**src/rtl/spi_accel_pkg.sv**
```systemverilog
// Shared opcodes, register addresses and FSM encodings for the SPI accelerometer responder.
package spi_accel_pkg;

    localparam logic [7:0] OP_REG_READ  = 8'h0B;
    localparam logic [7:0] OP_REG_WRITE = 8'h0A;

    localparam logic [7:0] ADDR_DEVID     = 8'h00;
    localparam logic [7:0] ADDR_DEVID_MST = 8'h01;
    localparam logic [7:0] ADDR_PARTID    = 8'h02;
    localparam logic [7:0] ADDR_XDATA     = 8'h09;
    localparam logic [7:0] ADDR_YDATA     = 8'h0A;
    localparam logic [7:0] ADDR_ZDATA     = 8'h0B;
    localparam logic [7:0] ADDR_RW_BASE   = 8'h20;
    localparam logic [7:0] ADDR_POWER_CTL = 8'h2D;

    localparam logic [7:0] RW_LO = 8'h20;
    localparam logic [7:0] RW_HI = 8'h2F;

    localparam logic [7:0] DEVID_MST_VAL = 8'h1D;

    typedef enum logic [2:0] {
        ST_IDLE,
        ST_CMD,
        ST_ADDR,
        ST_WDATA,
        ST_RDATA,
        ST_IGNORE
    } state_t;

    function automatic logic in_rw_window(input logic [7:0] a);
        return (a >= RW_LO) && (a <= RW_HI);
    endfunction

endpackage

```
**src/rtl/spi_input_sync.sv**
```systemverilog
// Multi-flop synchronizer for an asynchronous SPI line, with rise/fall strobes on the synchronized level.
module spi_input_sync #(
    parameter int   STAGES    = 2,
    parameter logic RESET_VAL = 1'b0
) (
    input  logic CLK,
    input  logic RESET,
    input  logic din,
    output logic level,
    output logic rise,
    output logic fall
);

    logic [STAGES-1:0] chain;
    logic              prev;

    always_ff @(posedge CLK) begin
        if (RESET) begin
            chain <= {STAGES{RESET_VAL}};
            prev  <= RESET_VAL;
        end else begin
            chain <= {chain[STAGES-2:0], din};
            prev  <= chain[STAGES-1];
        end
    end

    assign level = chain[STAGES-1];
    assign rise  = level & ~prev;
    assign fall  = ~level & prev;

endmodule

```
**src/rtl/spi_accel_responder.sv**
```systemverilog
// SPI mode-0 slave answering the accelerometer register read/write command set from the CLK domain.
// Optional error counter output ERR_CNT is built when SPI_ACCEL_RESPONDER_ERR_CNT_EN is defined.
//   state     | meaning
//   ST_IDLE   | CS high, waiting for CS fall
//   ST_CMD    | shifting in instruction byte
//   ST_ADDR   | shifting in register address
//   ST_WDATA  | committing write bytes, auto-increment
//   ST_RDATA  | shifting out map bytes on SCLK fall
//   ST_IGNORE | unknown instruction, wait for CS high
module spi_accel_responder
    import spi_accel_pkg::*;
#(
    parameter int         SYNC_STAGES = 2,
    parameter logic [7:0] DEVID       = 8'hAD,
    parameter logic [7:0] PARTID      = 8'hF2
) (
    input  logic       CLK,
    input  logic       RESET,
    input  logic       SCLK,
    input  logic       CS,
    input  logic       MOSI,
    output logic       MISO,
    output logic       MISO_OE,
    input  logic       SENSOR_LOAD,
    input  logic [7:0] SENSOR_X,
    input  logic [7:0] SENSOR_Y,
    input  logic [7:0] SENSOR_Z,
    output logic       REG_WR,
    output logic [7:0] REG_WR_ADDR,
    output logic [7:0] REG_WR_DATA,
    output logic       MEASURE_ON
`ifdef SPI_ACCEL_RESPONDER_ERR_CNT_EN
    ,
    output logic [7:0] ERR_CNT
`endif
);

    logic unused_sclk_level;
    logic sclk_rise, sclk_fall;
    logic cs_lvl, cs_rise, cs_fall;
    logic [SYNC_STAGES-1:0] mosi_chain;
    logic mosi_lvl;

    spi_input_sync #(.STAGES(SYNC_STAGES), .RESET_VAL(1'b0)) u_sync_sclk (
        .CLK   (CLK),
        .RESET (RESET),
        .din   (SCLK),
        .level (unused_sclk_level),
        .rise  (sclk_rise),
        .fall  (sclk_fall)
    );

    // CS idles high, so its synchronizer resets high to avoid a phantom select.
    spi_input_sync #(.STAGES(SYNC_STAGES), .RESET_VAL(1'b1)) u_sync_cs (
        .CLK   (CLK),
        .RESET (RESET),
        .din   (CS),
        .level (cs_lvl),
        .rise  (cs_rise),
        .fall  (cs_fall)
    );

    always_ff @(posedge CLK) begin
        if (RESET) mosi_chain <= '0;
        else       mosi_chain <= {mosi_chain[SYNC_STAGES-2:0], MOSI};
    end
    assign mosi_lvl = mosi_chain[SYNC_STAGES-1];

    state_t     state;
    logic [2:0] bit_cnt;
    logic [6:0] shift_in;
    logic [7:0] addr;
    logic [7:0] rd_shift;
    logic       is_read;
    logic [7:0] regs [16];
    logic [7:0] shadow_x, shadow_y, shadow_z;
    logic [7:0] pend_x, pend_y, pend_z;
    logic       load_pending;

    logic       sclk_rise_v, sclk_fall_v, byte_done;
    logic [7:0] byte_in, addr_next;

    assign sclk_rise_v = sclk_rise & ~cs_lvl;
    assign sclk_fall_v = sclk_fall & ~cs_lvl;
    assign byte_in     = {shift_in, mosi_lvl};
    assign byte_done   = sclk_rise_v && (bit_cnt == 3'd7);
    assign addr_next   = addr + 8'd1;

    function automatic logic [7:0] map_read(input logic [7:0] a);
        logic [7:0] v;
        case (a)
            ADDR_DEVID:     v = DEVID;
            ADDR_DEVID_MST: v = DEVID_MST_VAL;
            ADDR_PARTID:    v = PARTID;
            ADDR_XDATA:     v = shadow_x;
            ADDR_YDATA:     v = shadow_y;
            ADDR_ZDATA:     v = shadow_z;
            default:        v = in_rw_window(a) ? regs[a[3:0]] : 8'h00;
        endcase
        return v;
    endfunction

    always_ff @(posedge CLK) begin
        if (RESET) begin
            state       <= ST_IDLE;
            bit_cnt     <= 3'd0;
            shift_in    <= 7'd0;
            addr        <= 8'h00;
            rd_shift    <= 8'h00;
            is_read     <= 1'b0;
            MISO        <= 1'b0;
            MISO_OE     <= 1'b0;
            REG_WR      <= 1'b0;
            REG_WR_ADDR <= 8'h00;
            REG_WR_DATA <= 8'h00;
            MEASURE_ON  <= 1'b0;
            for (int i = 0; i < 16; i++) regs[i] <= 8'h00;
`ifdef SPI_ACCEL_RESPONDER_ERR_CNT_EN
            ERR_CNT     <= 8'h00;
`endif
        end else begin
            REG_WR <= 1'b0;
            if (cs_rise) begin
                // A partially shifted byte is dropped here without any commit.
                state   <= ST_IDLE;
                bit_cnt <= 3'd0;
                MISO    <= 1'b0;
                MISO_OE <= 1'b0;
`ifdef SPI_ACCEL_RESPONDER_ERR_CNT_EN
                if (bit_cnt != 3'd0 && ERR_CNT != 8'hFF) ERR_CNT <= ERR_CNT + 8'd1;
`endif
            end else if (cs_fall) begin
                state   <= ST_CMD;
                bit_cnt <= 3'd0;
            end else if (state != ST_IDLE) begin
                if (sclk_rise_v) begin
                    shift_in <= byte_in[6:0];
                    bit_cnt  <= bit_cnt + 3'd1;
                end
                if (byte_done) begin
                    case (state)
                        ST_CMD: begin
                            if (byte_in == OP_REG_READ) begin
                                state   <= ST_ADDR;
                                is_read <= 1'b1;
                            end else if (byte_in == OP_REG_WRITE) begin
                                state   <= ST_ADDR;
                                is_read <= 1'b0;
                            end else begin
                                state <= ST_IGNORE;
`ifdef SPI_ACCEL_RESPONDER_ERR_CNT_EN
                                if (ERR_CNT != 8'hFF) ERR_CNT <= ERR_CNT + 8'd1;
`endif
                            end
                        end
                        ST_ADDR: begin
                            addr <= byte_in;
                            if (is_read) begin
                                state    <= ST_RDATA;
                                rd_shift <= map_read(byte_in);
                                MISO_OE  <= 1'b1;
                            end else begin
                                state <= ST_WDATA;
                            end
                        end
                        ST_WDATA: begin
                            if (in_rw_window(addr)) begin
                                regs[addr[3:0]] <= byte_in;
                                REG_WR          <= 1'b1;
                                REG_WR_ADDR     <= addr;
                                REG_WR_DATA     <= byte_in;
                            end
                            addr <= addr_next;
                        end
                        ST_RDATA: begin
                            addr     <= addr_next;
                            rd_shift <= map_read(addr_next);
                        end
                        default: ;
                    endcase
                end
                if (sclk_fall_v && state == ST_RDATA) begin
                    MISO     <= rd_shift[7];
                    rd_shift <= {rd_shift[6:0], 1'b0};
                end
            end
            MEASURE_ON <= regs[ADDR_POWER_CTL[3:0]][1];
        end
    end

    // Loads during a transaction wait for CS high so a burst never mixes old and new samples.
    always_ff @(posedge CLK) begin
        if (RESET) begin
            shadow_x     <= 8'h00;
            shadow_y     <= 8'h00;
            shadow_z     <= 8'h00;
            pend_x       <= 8'h00;
            pend_y       <= 8'h00;
            pend_z       <= 8'h00;
            load_pending <= 1'b0;
        end else begin
            if (cs_rise && load_pending) begin
                shadow_x     <= pend_x;
                shadow_y     <= pend_y;
                shadow_z     <= pend_z;
                load_pending <= 1'b0;
            end
            if (SENSOR_LOAD) begin
                if (cs_lvl) begin
                    shadow_x <= SENSOR_X;
                    shadow_y <= SENSOR_Y;
                    shadow_z <= SENSOR_Z;
                end else begin
                    pend_x       <= SENSOR_X;
                    pend_y       <= SENSOR_Y;
                    pend_z       <= SENSOR_Z;
                    load_pending <= 1'b1;
                end
            end
        end
    end

endmodule

```
**config.mk**
```make
export PLATFORM = sky130hd
export DESIGN_NAME = spi_accel_responder
export DESIGN_NICKNAME = d
export VERILOG_FILES = /design/src/rtl/spi_accel_pkg.sv /design/src/rtl/spi_input_sync.sv /design/src/rtl/spi_accel_responder.sv
export SDC_FILE = /design/constraint.sdc
export NUM_CORES = 1
export LEC_CHECK = 0
export ABC_CLOCK_PERIOD_IN_PS = 3200
export CAP_MARGIN = 10
export CORE_AREA = 2 2 225 227
export DETAILED_ROUTE_END_ITERATION = 7
export DIE_AREA = 0 0 227 229
export SYNTH_ARGS = -nofsm -noshare
export SYNTH_HDL_FRONTEND = slang
export SYNTH_SLANG_ARGS = --single-unit
```
**constraint.sdc**
```tcl
create_clock -name CLK -period 3.2 [get_ports CLK]
set_clock_uncertainty 0.15 [all_clocks]
set_input_delay 0.48 -clock CLK [delete_from_list [all_inputs] [get_ports CLK]]
set_output_delay 0.48 -clock CLK [all_outputs]
set_load 0.02 [all_outputs]
```
Figure 1. Metal 4.
Bar = 50 um.
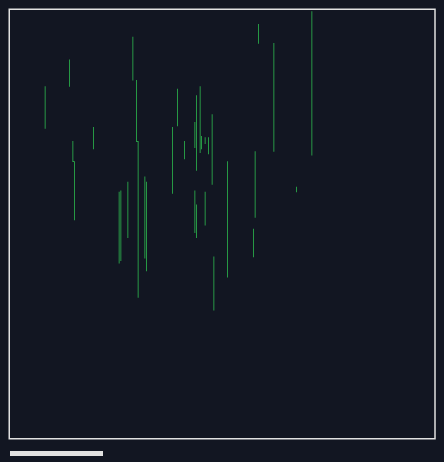
The wires run mostly vertical. The layer holds 2.8% of the routed length. The layer carries 984 um of wire. 23 nets have wire on it. The longest straight run is 83.6 um.

==> notes.md <==
Physical design

The startpoint identified for the worst hold timing path is RESET. The estimated wirelength of the detail-placed design stands at 24.2 mm. The run finished with clean final reports.

The count of cells in the finished layout, fillers not included, comes to 1826. After synthesis, the mean cell area works out to ~11 sq um. Data arrives at the worst endpoint at 3.04 ns.

The post-detailed-route via-to-cell ratio stands at 5.16. The number of antenna violations at the first check in global routing is 0. Summed over all layers, the routed wires come to 34.9 mm. For the worst setup path, the data required time is between 3 and 4 ns. The final cycle utilization of the critical path stands at 0.938. The gate-level netlist out of Yosys references ~70 unique cell types. The synthesis report names the predominant flop master as edfxtp_1.

The top cell type in the final layout, fill and taps aside, is nand2_1. TritonCTS built the clock tree. Of the post-synthesis cell area, the dominant cell type holds 0.314.

The largest net degree at the start of global routing stands at 72. Per the final layout report, the fraction of cells sized above drive strength 1 comes to 0.142. The final critical-path setup slack stands at around 0.20 ns. The number of buffers inserted by post-CTS setup repair stands at 0. STA shows the worst min-delay path finishing at state[1]. The worst setup path is captured at a register. The area of the placeable core stands at between 40000 and 50000 sq um. Summing all flip-flop and latch instances after layout gives 5990 sq um. In the log, the iteration count for the first detailed-route pass is 5. The floorplan step records an initial core utilization of 0.247. Warnings raised by the tools during the run amount to 31.
Figure 2. Clock wiring as the flow saved it.
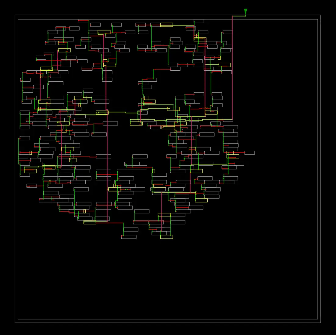
Sinks on Clock Net: 235
number of sequential cells: 235
clock network power consumption: 2.90 mW
final-layout clock buffer total: 43

## where the power goes
part | total (mW) | switching, mW | internal (mW)
combinational | 0.310 | 0.174 | 0.137
sequential | 3.34 | 0.0726 | 3.27
clock | 2.90 | 1.21 | 1.70
## layout make-up
type	count	share of cell area
clock buffers	43	0.0555
clock inverters	5	0.00244
inverters	15	0.00392
multi-input cells	758	0.398
flip-flops and latches	235	0.417
well taps	672	0.0585
repair buffers	98	0.0648
## registers in the layout, summed over array words and instances (netlist names), 3 cells and up
register,count
shadow_x,8
pend_z,8
pend_y,8
pend_x,8
rd_shift,8
bit_cnt,3
REG_WR_ADDR,8
addr,8
state,3
shadow_y,8
shadow_z,8
regs,128
REG_WR_DATA,8
shift_in,7
## worst max path at each step
stage,start,end,slack [ns],depth (start not counted)
2_1_floorplan,addr[0],rd_shift[0],0.0005,11
3_3_place_gp,u_sync_cs.chain[1],regs[11][7],0.35,8
3_5_place_dp,u_sync_cs.chain[1],regs[8][2],0.26,8
4_1_cts,u_sync_cs.chain[1],regs[8][1],0.20,8
5_1_grt,u_sync_cs.chain[1],regs[11][6],0.04,8
6_report,u_sync_cs.chain[1],regs[8][7],0.20,8
## logic make-up (layout without fill, tap and decap cells)
kind of cell	after synthesis	count (layout)	share of synthesized area
AOI/OAI and AO/OA	185	185	0.101
muxes	107	107	0.163
xor gates and xnor gates	6	6	0.00429
DFF	235	235	0.488
adders and majority gates	9	9	0.00919
buffers and inverters	130	161	0.0469
and+or+nand+nor	451	451	0.188
## worst reg2reg max path, delay by kind of cell, from the launching register on
kind / cells / cell delay [ns]
flip-flops: 1 / 0.48
buffers and inverters: 2 / 0.34
AND/OR/NAND/NOR: 5 / 1.37
adder cells (fa/ha/maj): 1 / 0.31
## layer usage
layer / vias up / part of all wire
met3: 71 / 0.074
met1: 4683 / 0.46
met2: 421 / 0.44
li1: 4251 / -
met5: - / 0
met4: 0 / 0.028
## through the flow
stage	hold slack (ns)	instance area, sq um	util
floorplan	0.239	12300	-
global placement	0.278	13500	0.272
detailed placement	0.263	13500	0.272
CTS	0.217	14400	0.289
global route	0.260	14400	0.289
finish	0.232	14400	0.289
## Yosys cell counts (4+ instances only)
| cell type | instances |
|---|---|
| clkbuf_1 | 74 |
| nand2b_1 | 6 |
| a21oi_1 | 50 |
| o221ai_1 | 4 |
| ha_1 | 9 |
| a211oi_1 | 8 |
| a222oi_1 | 7 |
| xnor2_1 | 5 |
| o211ai_1 | 4 |
| buf_4 | 10 |
| nor2b_1 | 16 |
| o21ai_0 | 35 |
| dfxtp_1 | 107 |
| edfxtp_1 | 128 |
| nor2_1 | 76 |
| a311oi_1 | 25 |
| mux2i_1 | 35 |
| a22oi_1 | 7 |
| and2_1 | 7 |
| nor3_1 | 14 |
| mux4_1 | 15 |
| nand3_1 | 40 |
| inv_1 | 14 |
| nand4_1 | 4 |
| nand2_1 | 135 |
| mux4_2 | 54 |
| buf_2 | 22 |
| o22ai_1 | 15 |
| buf_1 | 4 |
| and3_1 | 126 |
Power is estimated from default activity; no workload was simulated.
